--- src/rtl/mips_mem_pkg.sv ---
// Shared types and defaults for the MIPS IF/DM memory arbiter.
// Used by mips_mem_arbiter and arb_starve_counter.
package mips_mem_pkg;

  typedef enum logic {
    ARB_IDLE = 1'b0,
    ARB_WAIT = 1'b1
  } arb_state_e;

  localparam logic REQ_IF = 1'b0;
  localparam logic REQ_DM = 1'b1;

  localparam int unsigned DEF_ADDR_W     = 32;
  localparam int unsigned DEF_DATA_W     = 32;
  localparam int unsigned DEF_MEM_LAT    = 1;
  localparam int unsigned DEF_STARVE_MAX = 4;

  // Counter width able to hold max_val; never narrower than one bit.
  function automatic int unsigned cnt_width(input int unsigned max_val);
    return (max_val > 0) ? $clog2(max_val + 1) : 1;
  endfunction

endpackage

--- src/rtl/arb_starve_counter.sv ---
// Saturating aging counter for the IF requester; starve is high once the
// count has reached STARVE_MAX (never when STARVE_MAX is 0).
module arb_starve_counter
  import mips_mem_pkg::*;
#(
  parameter int unsigned STARVE_MAX = DEF_STARVE_MAX
) (
  input  logic clk,
  input  logic rst_n,
  input  logic inc,
  input  logic clr,
  output logic starve
);

  localparam int unsigned CNT_W = cnt_width(STARVE_MAX);

  logic [CNT_W-1:0] cnt;
  logic [CNT_W-1:0] cnt_nxt;

  always_comb begin
    cnt_nxt = cnt;
    if (clr) begin
      cnt_nxt = '0;
    end else if (inc && (cnt != CNT_W'(STARVE_MAX))) begin
      cnt_nxt = cnt + CNT_W'(1);
    end
  end

  always_ff @(posedge clk or negedge rst_n) begin
    if (!rst_n) begin
      cnt    <= '0;
      starve <= 1'b0;
    end else begin
      cnt    <= cnt_nxt;
      starve <= (STARVE_MAX != 0) && (cnt_nxt == CNT_W'(STARVE_MAX));
    end
  end

endmodule

--- src/rtl/mips_mem_arbiter.sv ---
// Shares one fixed-latency memory between MIPS fetch (IF) and load/store (DM).
// Optional macro ARB_PERF_CNT_EN adds perf_conflict / perf_if_stall counters.
module mips_mem_arbiter
  import mips_mem_pkg::*;
#(
  parameter int unsigned ADDR_W     = DEF_ADDR_W,
  parameter int unsigned DATA_W     = DEF_DATA_W,
  parameter int unsigned MEM_LAT    = DEF_MEM_LAT,
  parameter int unsigned STARVE_MAX = DEF_STARVE_MAX
) (
  input  logic              CLK,
  input  logic              RST,
  input  logic              if_req,
  input  logic [ADDR_W-1:0] if_addr,
  output logic              if_gnt,
  output logic              if_rvalid,
  input  logic              dm_req,
  input  logic              dm_we,
  input  logic [ADDR_W-1:0] dm_addr,
  input  logic [DATA_W-1:0] dm_wdata,
  output logic              dm_gnt,
  output logic              dm_rvalid,
  output logic [DATA_W-1:0] rdata,
  output logic              mem_en,
  output logic              mem_we,
  output logic [ADDR_W-1:0] mem_addr,
  output logic [DATA_W-1:0] mem_wdata,
  input  logic [DATA_W-1:0] mem_rdata
`ifdef ARB_PERF_CNT_EN
  ,
  output logic [31:0]       perf_conflict,
  output logic [31:0]       perf_if_stall
`endif
);

  localparam int unsigned LAT_W = cnt_width(MEM_LAT);

  arb_state_e       state;
  logic [LAT_W-1:0] lat_cnt;
  logic             owner;
  logic             owner_we;

  logic done;
  logic eligible;
  logic starve;
  logic dm_win;
  logic if_win;
  logic gnt_any;
  logic cap;
  logic cap_owner;
  logic cap_we;

  // Grant decode: reset gates everything so outputs are 0 while RST is low.
  always_comb begin
    done      = (state == ARB_WAIT) && (lat_cnt == LAT_W'(MEM_LAT));
    eligible  = RST && ((state == ARB_IDLE) || done);
    dm_win    = eligible && dm_req && !(if_req && starve);
    if_win    = eligible && if_req && !dm_win;
    gnt_any   = dm_win || if_win;
    if_gnt    = if_win;
    dm_gnt    = dm_win;
    mem_en    = gnt_any;
    mem_we    = dm_win && dm_we;
    mem_addr  = '0;
    mem_wdata = '0;
    if (dm_win) begin
      mem_addr  = dm_addr;
      mem_wdata = dm_wdata;
    end else if (if_win) begin
      mem_addr  = if_addr;
    end
    // Capture edge is the one ending the cycle before completion.
    if (MEM_LAT == 1) begin
      cap       = gnt_any;
      cap_owner = dm_win ? REQ_DM : REQ_IF;
      cap_we    = mem_we;
    end else begin
      cap       = (state == ARB_WAIT) && (lat_cnt == LAT_W'(MEM_LAT - 1));
      cap_owner = owner;
      cap_we    = owner_we;
    end
  end

  always_ff @(posedge CLK or negedge RST) begin
    if (!RST) begin
      state     <= ARB_IDLE;
      lat_cnt   <= '0;
      owner     <= REQ_IF;
      owner_we  <= 1'b0;
      if_rvalid <= 1'b0;
      dm_rvalid <= 1'b0;
      rdata     <= '0;
    end else begin
      if_rvalid <= cap && (cap_owner == REQ_IF);
      dm_rvalid <= cap && (cap_owner == REQ_DM);
      if (cap && !cap_we) begin
        rdata <= mem_rdata;
      end
      if (gnt_any) begin
        state    <= ARB_WAIT;
        lat_cnt  <= LAT_W'(1);
        owner    <= dm_win ? REQ_DM : REQ_IF;
        owner_we <= mem_we;
      end else if (done) begin
        state    <= ARB_IDLE;
        lat_cnt  <= '0;
      end else if (state == ARB_WAIT) begin
        lat_cnt  <= lat_cnt + LAT_W'(1);
      end
    end
  end

  arb_starve_counter #(
    .STARVE_MAX (STARVE_MAX)
  ) u_starve (
    .clk    (CLK),
    .rst_n  (RST),
    .inc    (eligible && if_req && !if_win),
    .clr    (!if_req || if_win),
    .starve (starve)
  );

`ifdef ARB_PERF_CNT_EN
  // Saturating event counters.
  always_ff @(posedge CLK or negedge RST) begin
    if (!RST) begin
      perf_conflict <= '0;
      perf_if_stall <= '0;
    end else begin
      if (eligible && if_req && dm_req && (perf_conflict != '1)) begin
        perf_conflict <= perf_conflict + 32'(1);
      end
      if (if_req && !if_win && (perf_if_stall != '1)) begin
        perf_if_stall <= perf_if_stall + 32'(1);
      end
    end
  end
`endif

endmodule

--- config.mk ---
export PLATFORM = sky130hd
export DESIGN_NAME = mips_mem_arbiter
export DESIGN_NICKNAME = d
export VERILOG_FILES = /design/src/rtl/mips_mem_pkg.sv /design/src/rtl/arb_starve_counter.sv /design/src/rtl/mips_mem_arbiter.sv
export SDC_FILE = /design/constraint.sdc
export NUM_CORES = 1
export LEC_CHECK = 0
export CAP_MARGIN = 0
export CORE_AREA = 2 2 91 93
export DETAILED_ROUTE_END_ITERATION = 16
export DIE_AREA = 0 0 93 95
export PLACE_DENSITY = 0.84
export SYNTH_ARGS = -nofsm -noshare
export SYNTH_HDL_FRONTEND = slang
export SYNTH_SLANG_ARGS = --single-unit
--- constraint.sdc ---
create_clock -name CLK -period 1.79 [get_ports CLK]
set_clock_uncertainty 0.1 [all_clocks]
set_input_delay 0.179 -clock CLK [delete_from_list [all_inputs] [get_ports CLK]]
set_output_delay 0.179 -clock CLK [all_outputs]
set_load 0.005 [all_outputs]
### Zoomed window, run 1

Window x 32 to 62, y 52 to 82 um. Cells in grey, sequential cells in the stronger grey; small squares are vias.
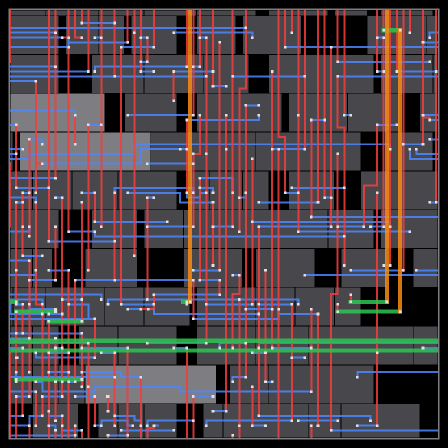
colour	layer
red	met2
orange	met4
green	met3
blue	met1
cells with their middle in the window	71
most frequent	buf_6 (9), clkdlybuf4s50_1 (8), buf_4 (8)
sequential cells in the window	3

### Metal layers overlaid, run 1

(4 px per um) Two of the layers only.
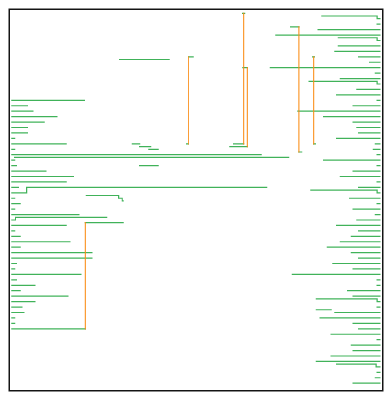
colour	layer	wire length
orange	met4	154 um
green	met3	1120 um
routed wire length: 11000 um
routed via count: 2674
post-DR wirelength/cell: 19.2 um
GRT Util Overall: 21.6%

==> run summary, run 1 <==
Status on the layout run. RePlAce ended its routability-driven mode at a weighted congestion of slightly below 0.8. The cell-mix breakdown from Yosys lists the compound-gate area share as around 17%. Hold-check failures listed in the final report amount to approximately 40. More flip-flops sit in one register than any other, and that register is rdata. The floorplan report lists the tap cell count as 105. Per the timing report, the most critical flop-to-flop path originates at state$_DFFE_PN0P_. Warnings reported by Yosys during synthesis add up to 0. At the worst endpoint, the required time is about 1500 ps. After synthesis the netlist holds a flip-flop and latch count of 40.

Post-cts resize count landed at 332. After Yosys synthesis, full adders, half adders and majority gates account for between 1 and 1.5% of the synthesized area. Least setup slack across all paths after layout landed at -298 ps.

The worst-case max-slew headroom was logged as ~65%. The run finished, with violations left. On the final layout, the worst hold slack is -64.8 ps. For this run the top cell type by instance count after synthesis was sky130_fd_sc_hd__dfrtp_1. Number of non-clock buffers landed at 280. For this run, asynchronously set or reset flops after synthesis account for 100%.

In this design, the critical path's most frequently occurring cell is sky130_fd_sc_hd__buf_6. For this design the top-level I/O count stands at 235. Longest individual stage delay on the worst path landed at approximately 410 ps. Total internal power landed at around 0.0026 W. The checks that failed: hold timing, setup timing.

Portion of total power attributed to the clock network landed at between 15 and 20%. Largest fanout of any net on the critical path landed at 8. Sequential-cell power consumption landed at about 0.0012 W. Cell total in the yosys stat output landed at about 190.

In the final report, the number of endpoints failing setup comes to about 94. The registers reported with the highest flop counts are rdata (32), u_starve.cnt (3). Wire length of the first global-routing pass landed at between 10000 and 15000 um. Looking at the VDD voltage map, the peak drop is 0.726 mV. Core occupancy in the finished layout landed at 68.4%.

Combinational cells account for 48.5% of the total power. Setup repair after global routing could not meet its margin everywhere. Post-synthesis area per instance landed at ~12 um2. Floorplan core density landed at between 20 and 30%.

Post-synth net total landed at approximately 330. STA classifies the critical path endpoint as an output port. OpenSTA lists the critical path endpoint as mem_addr[27]. For the pin with the worst max-slew slack, the measured transition is between 500 and 600 ps.

The report lists the power per cell area as approximately 650 nW/um2. Share of the synthesized netlist area taken by xor and xnor gates landed at 0%. Via count of the first global-routing pass landed at 2724. In this run switching power makes up 26.0% of total power. Register share after synthesis landed at between 40 and 50%.
### Routing congestion, run 1

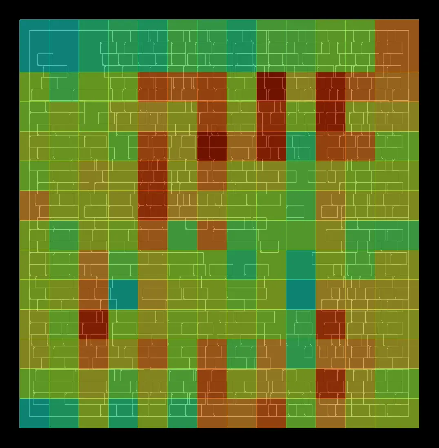
global-route met1 utilization: 23.0%
most congested layer reported by global routing: met2

[run 1: cells by family after synthesis]
group,after synthesis
muxes,33
AOI/OAI and AO/OA,42
DFF,40
adders and majority gates,2
buffers and inverters,17
and+or+nand+nor,57
[run 1: stage by stage]
stage               setup slack (ps)  TNS [ps]  cells
floorplan                        263         0    191
global placement                -552    -37990    529
detailed placement              -632    -42450    529
CTS                             -272    -12520    561
global route                    -355    -24900    570
finish                          -298    -19240    570
[run 1: metal layers]
metal  share of wire [%]  global-route usage, %
met1                  37                   23.0
met2                  51                   39.1
met3                  10                   9.34
met5                   0                      0
met4                 1.4                   5.76
[run 1: critical path: cells and delay by family (launching register included)]
kind / cells / cell delay, ps
and+or+nand+nor: 2 / 150
buffers and inverters: 4 / 530
DFF: 1 / 410
AOI/OAI and AO/OA: 2 / 430
### Gate families picked out, run 1

(4 px per um)
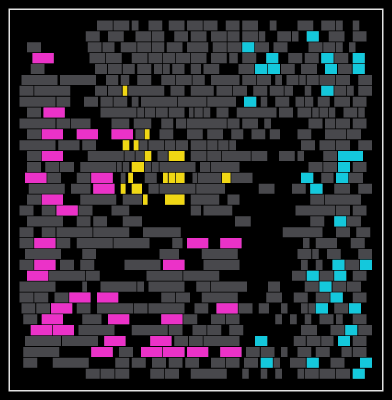

--- run 2 (diff from run 1) ---
--- a/config.mk
+++ b/config.mk
@@ -6,10 +6,9 @@
 export NUM_CORES = 1
 export LEC_CHECK = 0
 export CAP_MARGIN = 0
-export CORE_AREA = 2 2 91 93
+export CORE_UTILIZATION = 26
 export DETAILED_ROUTE_END_ITERATION = 16
-export DIE_AREA = 0 0 93 95
-export PLACE_DENSITY = 0.84
+export PLACE_DENSITY = 0.8
 export SYNTH_ARGS = -nofsm -noshare
 export SYNTH_HDL_FRONTEND = slang
 export SYNTH_SLANG_ARGS = --single-unit
==> constraint.sdc (replaced) <==
create_clock -name CLK -period 1.8 [get_ports CLK]
set_clock_uncertainty 0.1 [all_clocks]
set_input_delay 0.18 -clock CLK [delete_from_list [all_inputs] [get_ports CLK]]
set_output_delay 0.18 -clock CLK [all_outputs]
set_load 0.005 [all_outputs]
### Gate families picked out, run 2

(4 px per um)
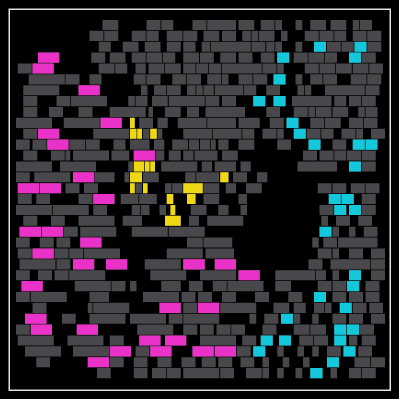
colour	family	cells
yellow	NAND gates	16
magenta	multiplexers	33
cyan	AND-OR and OR-AND gates	32
non-filler cells in the finished layout: 574
most instantiated logic cell after routing: sky130_fd_sc_hd__clkdlybuf4s50_1
share of the final layout cell area in multi-input gates: 24.2%

==> run 2 against run 1 <==
The run still ends with hold timing, setup timing left. Via count is 0.64% lower. Clock power fell by 3%. Global-route usage decreased by 0.59 points. Register-to-register slack better by 60 ps. Largest cell class unchanged. Highest routed layer unchanged.
==> run summary, run 2 <==
Status on the layout run. The synthesized netlist devotes 1.12% of its cell area to adder and majority cells. Ranked by flip-flop count, first place goes to rdata. The launch point of the worst register-to-register path is recorded as lat_cnt$_DFFE_PN0P_.

Accumulated negative setup slack landed at -17700 ps. Final tally of setup violations landed at about 99. The via count of the first global-routing pass came to approximately 2700. Endpoints failing hold in the final report were tallied at roughly 40. Per the synth log, the flip-flop and latch total comes to 40. Required time of the critical path landed at about 1500 ps. The final reports fail on hold timing, setup timing.

Tightest hold margin landed at -72.9 ps. The routed design shows a wire length per standard cell of between 15 and 20 um. Number of warnings reported in the yosys synthesis log landed at 0.

Once routing completed, OpenROAD measured the worst setup slack at -319 ps. Power density over the cells landed at about 640 nW/um2. Routing resource usage on met2 recorded by global route was about 36%. The flow ran to the end, but the final reports show violations. Longest individual stage delay on the worst path landed at roughly 390 ps. Combinational cell fraction of total power landed at between 40 and 50%.

The script computed the net switching share of total power as between 20% and 30%. Fraction of met3 tracks used by global routing landed at between 6 and 7%.
run 2: cells by family after synthesis:
logic type	count (synthesis)
mux	33
buf+inv	17
flops	40
compound gates	42
simple gates	57
fa+ha+maj	2
run 2: final cells by class:
cell class              instances  area [um2]
well taps                     105         131
flip-flops and latches         40        1000
fillers                       645        2810
inverters                       3        11.3
repair buffers                284        2930
clock inverters                 1        8.76
clock buffers                   7        76.3
multi-input cells             134        1330
run 2: per-layer routing:
metal	up-vias	part of all wire, %
li1	1240	-
met1	1262	39
met2	143	50
met3	12	9.3
met4	0	1.7
met5	-	0
run 2: repair_timing:
| action | in CTS | in global routing |
|---|---|---|
| cloned | 11 | 4 |
| hold endpoints to repair | 40 | 40 |
| resized | 323 | 69 |
| setup buffers | 14 | 8 |
| setup endpoints to repair | 68 | 100 |
| pin swaps | 49 | 15 |
### Metal 1, run 2

(4 px per um) Supply wires on this layer in grey.
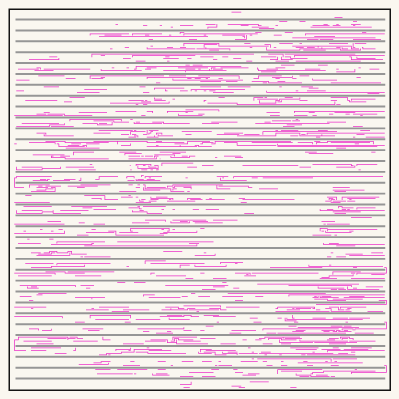

--- run 3 (diff from run 2) ---
--- a/config.mk
+++ b/config.mk
@@ -8,7 +8,7 @@
 export CAP_MARGIN = 0
 export CORE_UTILIZATION = 26
 export DETAILED_ROUTE_END_ITERATION = 16
-export PLACE_DENSITY = 0.8
+export PLACE_DENSITY = 0.86
 export SYNTH_ARGS = -nofsm -noshare
 export SYNTH_HDL_FRONTEND = slang
 export SYNTH_SLANG_ARGS = --single-unit
### Metal 1, run 3

(4 px per um) Supply wires on this layer in grey.
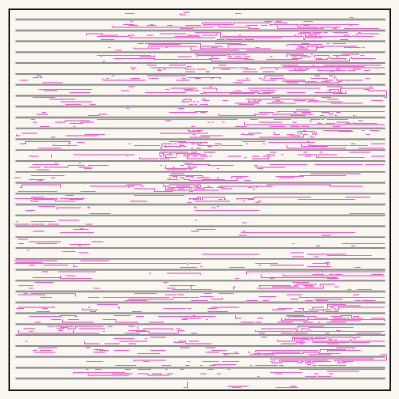
main direction	horizontal
longest straight run	43.2 um
nets with wire on the layer	502
share of all routed wire	38%
wire length on this layer	3820 um
global-route met1 utilization: 21.3%
routed via count: 2640
routed wire length: 10100 um

==> run 3 against run 2 <==
The flow still finishes with violations (hold timing, setup timing). Total power decreased by 9.2%. Sequential power about the same. Worst setup slack got worse by 62 ps. First-iteration DRC count increased by 8.9%. Via count decreased by 0.64%. Cell count decreased by 0.70%. Die size unchanged. Maximum frequency decreased by 2.8%. Largest cell class unchanged. Largest power group unchanged. Highest routed layer unchanged.
==> run summary, run 3 <==
Status on the layout run. Accumulated negative setup slack landed at -17850 ps. I/O pin total landed at 235. Number of gates on the worst path with buffers counted landed at 8. The final reports fail on hold timing, setup timing. STA classifies the critical path endpoint as an output port. Final tally of setup violations landed at approximately 66. Among all cell types in the netlist, the one instantiated most often is sky130_fd_sc_hd__dfrtp_1. Compound-cell area share of the yosys netlist landed at around 17%. Setup slack on the critical path of the routed design comes to -381 ps.

After detailed routing, no signal wire sits above met4. Synthesized flop and latch total landed at approximately 40. In this run the tightest slew margin relative to its limit is around 65%. Net switching share of the total power landed at 26.4%.

Cell total in the yosys stat output landed at about 190. Among all stages on the critical path, the maximum delay recorded is ~400 ps. For met2 alone, demand over resource in global routing was around a third.

The run finished, with violations left. Dividing the detail-routed wire length by the instance count gives around 18 um. Per the cell usage report, the commonest logic cell in the layout is sky130_fd_sc_hd__clkdlybuf4s50_1. The script computed a power per unit cell area of roughly 630 nW/um2.

Placer congestion estimate landed at 0.822. The power report attributes to the clock group a share of 17.3%. Setup repair after global routing could not meet its margin everywhere. Buffer and inverter count on the worst path landed at 4. Overall routing resource usage landed at 18.9%. Tightest hold margin landed at -72.9 ps.

The capture point of the critical path was reported as mem_addr[2]. Register share after synthesis landed at about 45%. Hold-check failures listed in the final report amount to 40. The detailed router reports a met3 wire length of 1060 um.
==> run 3: layout make-up <==
cell class	instances	area, um2
inverters	3	11.3
repair buffers	281	2690
fillers	684	3200
flip-flops and latches	40	1000
clock inverters	1	5.00
multi-input cells	134	1190
clock buffers	6	72.6
well taps	105	131
==> run 3: repair_timing <==
action,4_1_cts,5_1_grt
endpoints found under the hold margin,40,40
gates cloned,0,9
buffers inserted,1,19
pin swaps,0,48
resized,91,180
setup endpoints to repair,68,67
==> run 3: per-stage QoR <==
step	cells	instance area, um2	util [%]	hold WS, ps	setup slack (ps)
2_1_floorplan	191	2240	-	-216	273
3_3_place_gp	534	4770	57.5	250	-487
3_5_place_dp	534	4770	57.5	250	-513
4_1_cts	542	4770	57.5	-60.7	-506
5_1_grt	570	5100	61.4	-27.1	-485
6_report	570	5100	61.4	-72.9	-381
Power and IR drop assume default switching activity.
